--- src/rtl/nibble_serial_adder.sv ---
// Multi-nibble adder that time-shares one external 4-bit adder stage,
// feeding it one operand nibble per cycle, LSB first, with a rippling carry.
module nibble_serial_adder #(
  parameter int NIBBLES = 4
) (
  input  logic                 clk,
  input  logic                 rst_n,
  input  logic                 start,
  input  logic [4*NIBBLES-1:0] op_a,
  input  logic [4*NIBBLES-1:0] op_b,
  input  logic                 carry_in,
  output logic                 busy,
  output logic                 done,
  output logic [4*NIBBLES-1:0] result,
  output logic                 carry_out,
  output logic [3:0]           add_a,
  output logic [3:0]           add_b,
  output logic                 add_cin,
  input  logic [3:0]           add_sum,
  input  logic                 add_cout
);

  localparam int W  = 4 * NIBBLES;
  localparam int IW = (NIBBLES > 1) ? $clog2(NIBBLES) : 1;
  localparam logic [IW-1:0] LAST_IDX = IW'(NIBBLES - 1);

  typedef enum logic [1:0] {
    IDLE = 2'd0,
    RUN  = 2'd1,
    DONE = 2'd2
  } state_t;

  state_t          state_r;
  logic [IW-1:0]   idx_r;
  logic [W-1:0]    a_r;
  logic [W-1:0]    b_r;

  // Sequencer: add_a/add_b/add_cin are registered one nibble ahead, so the
  // operand registers hold only the nibbles not yet presented and add_cin
  // doubles as the running carry.
  always_ff @(posedge clk) begin
    if (!rst_n) begin
      state_r   <= IDLE;
      idx_r     <= '0;
      a_r       <= '0;
      b_r       <= '0;
      busy      <= 1'b0;
      done      <= 1'b0;
      result    <= '0;
      carry_out <= 1'b0;
      add_a     <= 4'd0;
      add_b     <= 4'd0;
      add_cin   <= 1'b0;
    end else begin
      case (state_r)
        IDLE: begin
          done <= 1'b0;
          if (start) begin
            state_r   <= RUN;
            busy      <= 1'b1;
            idx_r     <= '0;
            a_r       <= op_a >> 3'd4;
            b_r       <= op_b >> 3'd4;
            add_a     <= op_a[3:0];
            add_b     <= op_b[3:0];
            add_cin   <= carry_in;
            result    <= '0;
            carry_out <= 1'b0;
          end else begin
            busy <= 1'b0;
          end
        end
        RUN: begin
          result[{idx_r, 2'b00} +: 4] <= add_sum;
          if (idx_r == LAST_IDX) begin
            state_r   <= DONE;
            busy      <= 1'b0;
            done      <= 1'b1;
            carry_out <= add_cout;
            idx_r     <= '0;
            add_a     <= 4'd0;
            add_b     <= 4'd0;
            add_cin   <= 1'b0;
          end else begin
            idx_r   <= idx_r + IW'(1);
            a_r     <= a_r >> 3'd4;
            b_r     <= b_r >> 3'd4;
            add_a   <= a_r[3:0];
            add_b   <= b_r[3:0];
            add_cin <= add_cout;
          end
        end
        DONE: begin
          state_r <= IDLE;
          done    <= 1'b0;
          busy    <= 1'b0;
        end
        default: begin
          state_r <= IDLE;
          idx_r   <= '0;
          busy    <= 1'b0;
          done    <= 1'b0;
          add_a   <= 4'd0;
          add_b   <= 4'd0;
          add_cin <= 1'b0;
        end
      endcase
    end
  end

endmodule
--- config.mk ---
export PLATFORM = sky130hd
export DESIGN_NAME = nibble_serial_adder
export DESIGN_NICKNAME = d
export VERILOG_FILES = /design/src/rtl/nibble_serial_adder.sv
export SDC_FILE = /design/constraint.sdc
export NUM_CORES = 1
export LEC_CHECK = 0
export CAP_MARGIN = 30
export CORE_MARGIN = 1.5
export CORE_UTILIZATION = 40
export DETAILED_ROUTE_END_ITERATION = 10
export PLACE_DENSITY = 0.72
export RECOVER_POWER = 50
export SETUP_SLACK_MARGIN = 0.5
export SYNTH_ARGS = -nofsm -noshare
export SYNTH_HDL_FRONTEND = slang
export SYNTH_SLANG_ARGS = --single-unit
--- constraint.sdc ---
create_clock -name clk -period 1.6 [get_ports clk]
set_clock_uncertainty 0.15 [all_clocks]
set_input_delay 0.24 -clock clk [delete_from_list [all_inputs] [get_ports clk]]
set_output_delay 0.24 -clock clk [all_outputs]
set_load 0.01 [all_outputs]
==> ds_physical_params.txt, run 1 <==
Table: implementation figures

Parameter                              Value

Place
  Post-placement worst setup slack .................. -243.1 ps
  Gpl congestion .................. 0.7536

Drt
  Count of TritonRoute iterations in the first routing pass .................. 6

Timing
  PnR worst setup slack .................. -37.24 ps
  Final-report max-slew violation count .................. 0
  Maximum frequency from static timing analysis .................. 610.8 MHz
  Measured slew at the worst slew-check pin .................. 427.5 ps
  Final-report setup violation count .................. 15

Final layout
  Fraction of final layout cells sized beyond drive strength 1 .................. 0.5449
  P&R area growth vs syn .................. 71.48%
  Number of nets in the finished design .................. 369

Logic synthesis
  Post-synthesis instance area .................. 0.002330 mm²
  Number of nets in the synthesized netlist .................. 263
  Dominant register cell in the synthesized netlist .................. dfxtp_1

Status
  Violations in the final reports .................. negative setup slack
  Run status .................. finished with violations

Global route
  Vias in the first global route .................. 2103

Clocking
  Hold_buf cts .................. 0
  Clock tree root driver cell .................. clkbuf_8

Floorplanning
  Core region area .................. 0.005574 mm²
  Chip footprint .................. 0.006291 mm²
  Std cell rows .................. 27

Pwr
  Part of the total power dissipated in sequential elements .................. 0.503
## run 1: registers in the layout, indices dropped and copies added, names as in the netlist
name and count:
add_b 4, add_cin 1, a_r 12, idx_r 2, carry_out 1, b_r 12, done 1, busy 1
add_a 4, result 16, state_r 2
## run 1: cells by family after synthesis
logic type	synth area share
AND-OR/OR-AND	0.3233
adder cells (fa/ha/maj)	0.03222
buffers and inverters	0.04564
flip-flops	0.4812
AND/OR/NAND/NOR	0.1176
## run 1: cell type report
cell class / count / area share
multi-input combinational: 138 / 0.3520
clock inverter: 2 / 0.003445
inverter: 4 / 0.005637
sequential: 56 / 0.2916
timing repair buffer: 117 / 0.3066
clock buffer: 6 / 0.01816
tap: 72 / 0.02255
## run 1: critical path, stage by stage (launching register included)
cell and delay, ps:
dfxtp_4 380, ha_4 160, or3b_4 400, buf_6 160, o21a_1 180, o221a_2 120
## run 1: metrics by stage
stage,std cells,util,instance area [µm²]
finish,395,0.7167,3995
global route,395,0.7167,3995
CTS,377,0.6469,3606
detailed placement,359,0.5793,3229
global placement,359,0.5793,3229
floorplan,216,-,2409
## run 1: per-layer routing
layer / global-route usage / vias up / wire length [µm]
met5: 0 / - / 0
met4: 0.07544 / 0 / 84
met3: 0.03448 / 8 / 265
met2: 0.3256 / 65 / 3573
met1: 0.2922 / 1094 / 3243
li1: - / 1053 / -
## run 1: final timing paths
check	to	slack, ps	cells past startpoint
hold reg to reg	a_r[9]	330	2
hold / removal	idx_r[1]	120	2
setup / recovery	a_r[3]	-40	5
setup reg to reg	a_r[3]	-40	5
## run 1: power by group through the flow
stage	Sequential (mW)	Clock [mW]	Combinational, mW
2_1_floorplan	1.56	0	0.292
6_report	1.54	0.774	0.748
5_1_grt	1.55	0.855	0.792
4_1_cts	1.54	0.786	0.602
3_3_place_gp	1.56	0	0.528
3_5_place_dp	1.56	0	0.533
## run 1: cells in the mapped netlist (2+ instances only)
| library cell | number | area (µm²) |
|---|---|---|
| a21o_1 | 4 | 30.03 |
| a21oi_1 | 3 | 15.01 |
| a22oi_1 | 3 | 22.52 |
| a32o_1 | 16 | 160.2 |
| a32oi_1 | 6 | 52.55 |
| and4b_1 | 2 | 20.02 |
| buf_2 | 7 | 35.03 |
| buf_4 | 2 | 15.01 |
| clkbuf_1 | 7 | 26.28 |
| dfxtp_1 | 56 | 1121 |
| ha_1 | 6 | 75.07 |
| inv_1 | 4 | 15.01 |
| nand2_1 | 20 | 75.07 |
| nand2b_1 | 2 | 12.51 |
| nand2b_4 | 2 | 27.53 |
| nor2_1 | 4 | 15.01 |
| nor2b_1 | 2 | 12.51 |
| nor3_1 | 4 | 20.02 |
| o21a_1 | 18 | 135.1 |
| o221a_2 | 15 | 168.9 |
| o22ai_1 | 8 | 50.05 |
| o2bb2ai_1 | 9 | 78.83 |
## run 1: timing repair
action                                  4_1_cts  5_1_grt
resized                                     199       50
pin swaps                                     3       18
endpoints found under the setup margin       84       84
buffers inserted                              8       16
gates cloned                                  2        2
==> run_1/congestion.png <==
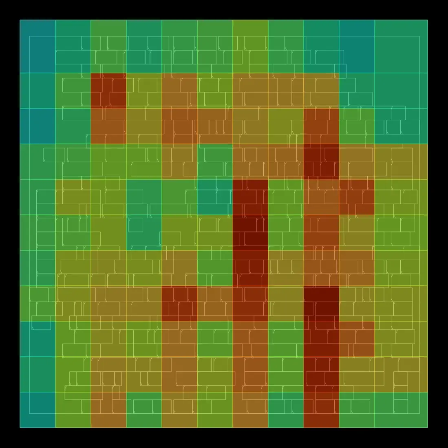
fraction of met2 tracks used by global routing: 0.3256
global-route total usage across every layer: 0.2097

==> run_1/layer_met3.png <==
The bar under the picture is 20 µm long.
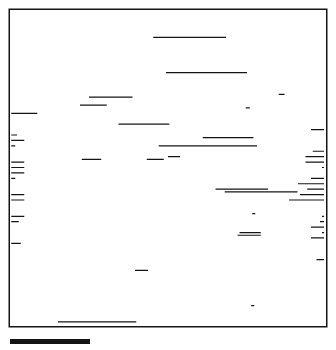
The layer holds 3.7% of the routed length. The wires run mostly horizontal. 43 nets have wire on it. The layer carries 265 µm of wire.
global-route met3 utilization: 0.03448
sum of routed wire length over all layers: 7167 µm
vias after detailed routing: 2220

==> run_1/logic_types.png <==
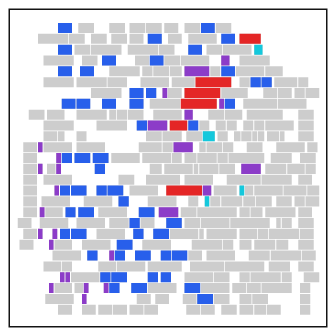
Key: AND-OR and OR-AND gates = blue [cells 54]; inverters = cyan [cells 4]; adder and majority cells = red [cells 6]; NAND gates = purple [cells 26]
fin cells: 395
logic share of the area: 0.3520

==> run_1/flops_by_reg.png <==
Other sequential cells in the stronger gray, the rest of the logic in the fainter gray.
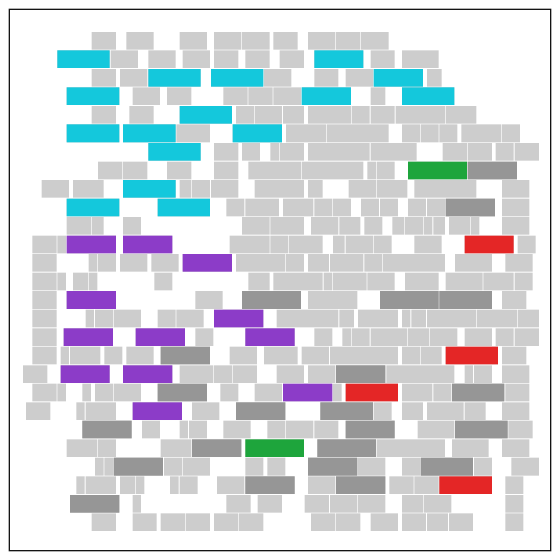

## Run 2: what changed since run 1
CORE_MARGIN = 1   (was 1.5)
==> run_2/flops_by_reg.png <==
Other sequential cells in the stronger gray, the rest of the logic in the fainter gray.
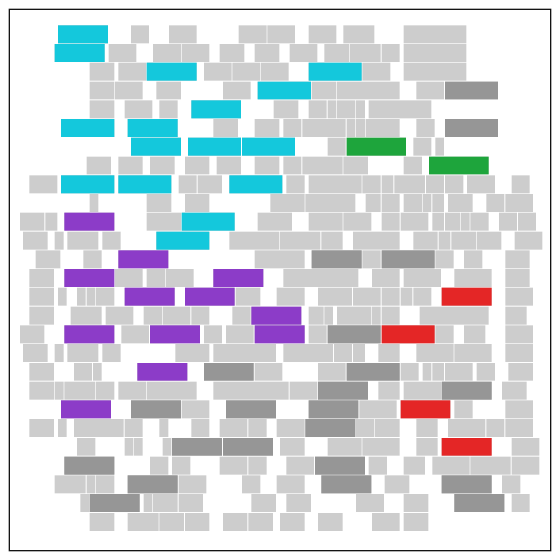
Key: `b_r` = purple [flops 12]; `add_b` = red [flops 4]; `idx_r` = green [flops 2]; `result` = cyan [flops 16]
FF+latch area: 0.001149 mm²
core utilization of the finished layout: 0.7044
sequential fraction of total cell area: 0.2925
flip-flop and latch power: 1.54 mW

==> run 2 against run 1 <==
Compared with the run above:
- the flow still finishes with violations (negative setup slack)
- hold slack got worse by 4.9 ps
- final cell count down 0.76%
- via count fell by 3.6%
- setup slack got worse by 33 ps
- maximum frequency fell by 2.0%
- non-clock buffer count is 2 lower
- final area is 1.7% lower
- sequential share of layout area rose by 0.097 points
- flip-flop count unchanged
- core utilization decreased by 1.2 points
- power grew 8.1%
- global-route usage grew 0.17 points
- highest routed layer unchanged
==> ds_physical_params.txt, run 2 <==
Table: implementation figures

Parameter                              Value

Final layout
  Fin cells .................. 392 (was 395)
  Post-layout instance area .................. 0.003926 mm² (was 0.003995 mm²)
  Most flop-heavy register .................. result (unchanged)
  Number of nets in the finished design .................. 367 (was 369)
  Fraction of final layout cells sized beyond drive strength 1 .................. 0.5000 (was 0.5449)
  Max reg flops .................. 16 (unchanged)

Critical path
  Worst path buffer plus inverter count .................. 1 (unchanged)
  Critical path's top delay family .................. simple AND/OR/NAND/NOR gates (unchanged)
  Crit path cell chain .................. ha_4 -> or3b_4 -> clkbuf_16 -> o21a_1 -> o221a_2 (was ha_4 -> or3b_4 -> buf_6 -> o21a_1 -> o221a_2)
  Worst reg-to-reg setup slack .................. -70 ps (was -40 ps)
  Largest stage delay on the critical path .................. 420 ps (was 400 ps)

Drt
  Vias after detailed routing .................. 2140 (was 2220)
  Count of TritonRoute iterations in the first routing pass .................. 4 (was 6)

Logic synthesis
  Fraction of synthesized cell area taken by the top area cell type .................. 0.4812 (unchanged)
  Cell area leaders .................. dfxtp_1, o221a_2, a32o_1 (unchanged)
  Most frequent cell after synthesis .................. dfxtp_1 (unchanged)
  Post-synthesis instance area .................. 0.002330 mm² (unchanged)
  Synth cell count leaders .................. dfxtp_1, nand2_1, o21a_1 (unchanged)
  Dominant register cell in the synthesized netlist .................. dfxtp_1 (unchanged)

Global route
  Global-route total usage across every layer .................. 0.2113 (was 0.2097)
  Vias in the first global route .................. 2033 (was 2103)

Timing
  Maximum frequency from static timing analysis .................. 598.7 MHz (was 610.8 MHz)
  Measured slew at the worst slew-check pin .................. 347.9 ps (was 427.5 ps)
  Final-report setup violation count .................. 23 (was 15)
  Final-report max-slew violation count .................. 0 (unchanged)
  PnR worst setup slack .................. -70.37 ps (was -37.24 ps)

Floorplanning
  Chip footprint .................. 0.006133 mm² (was 0.006291 mm²)
  Std cell rows .................. 27 (unchanged)

Place
  Gpl congestion .................. 0.8384 (was 0.7536)

Status
  Violations in the final reports .................. negative setup slack (unchanged)
  Run status .................. finished with violations (unchanged)
-- run 2: final cells by class --
class | count | area (µm²) | area share
repair buffers | 115 | 1174 | 0.2989
inverters | 4 | 18.77 | 0.004780
well taps | 72 | 90.09 | 0.02294
flip-flops and latches | 56 | 1149 | 0.2925
multi-input cells | 138 | 1366 | 0.3480
clock inverters | 2 | 60.06 | 0.01530
clock buffers | 5 | 68.82 | 0.01753
-- run 2: kinds of logic (layout without fill, tap and decap cells) --
group,count (synthesis),after routing,share of synthesized area
AOI/OAI and AO/OA,86,86,0.3233
adders and majority gates,6,6,0.03222
buffers and inverters,22,126,0.04564
DFF,56,56,0.4812
and+or+nand+nor,46,46,0.1176
-- run 2: routing by layer --
metal / GRT usage / routed length [µm] / part of all wire / up-vias
li1: - / - / - / 1041
met2: 0.3500 / 3306 / 0.50 / 60
met1: 0.2785 / 2993 / 0.45 / 1032
met5: 0 / 0 / 0 / -
met3: 0.03488 / 211 / 0.032 / 7
met4: 0.07037 / 90 / 0.014 / 0
-- run 2: final timing paths --
kind / to / from / cells after the start
worst max-delay path: b_r[1] / idx_r[0] / 5
worst min-delay path: idx_r[1] / rst_n / 2
worst max register to register: b_r[1] / idx_r[0] / 5
worst min register to register: a_r[10] / a_r[10] / 2
-- run 2: power by group --
part / total (mW) / internal (mW) / leakage, nW / switching (mW)
clock network: 1.06 / 0.616 / 0.0642 / 0.445
logic: 0.711 / 0.409 / 1.02 / 0.302
registers: 1.54 / 1.48 / 0.468 / 0.0614
-- run 2: repair_timing --
item / in CTS / in global routing
endpoints found under the hold margin: 0 / 0
resized: 195 / 31
hold buffers: 0 / 0
pin swaps: 4 / 13
buffers inserted: 10 / 10
endpoints found under the setup margin: 84 / 84
gates cloned: 3 / 1
-- run 2: through the flow --
stage,utilization,TNS (ps)
after floorplan,-,-439.2
after global placement,0.5843,-8275
after detailed placement,0.5843,-9968
after CTS,0.6608,-203.1
after global routing,0.7044,-1975
final,0.7044,-1012
Power figures rest on the tool's default switching activity, not on a simulated workload.
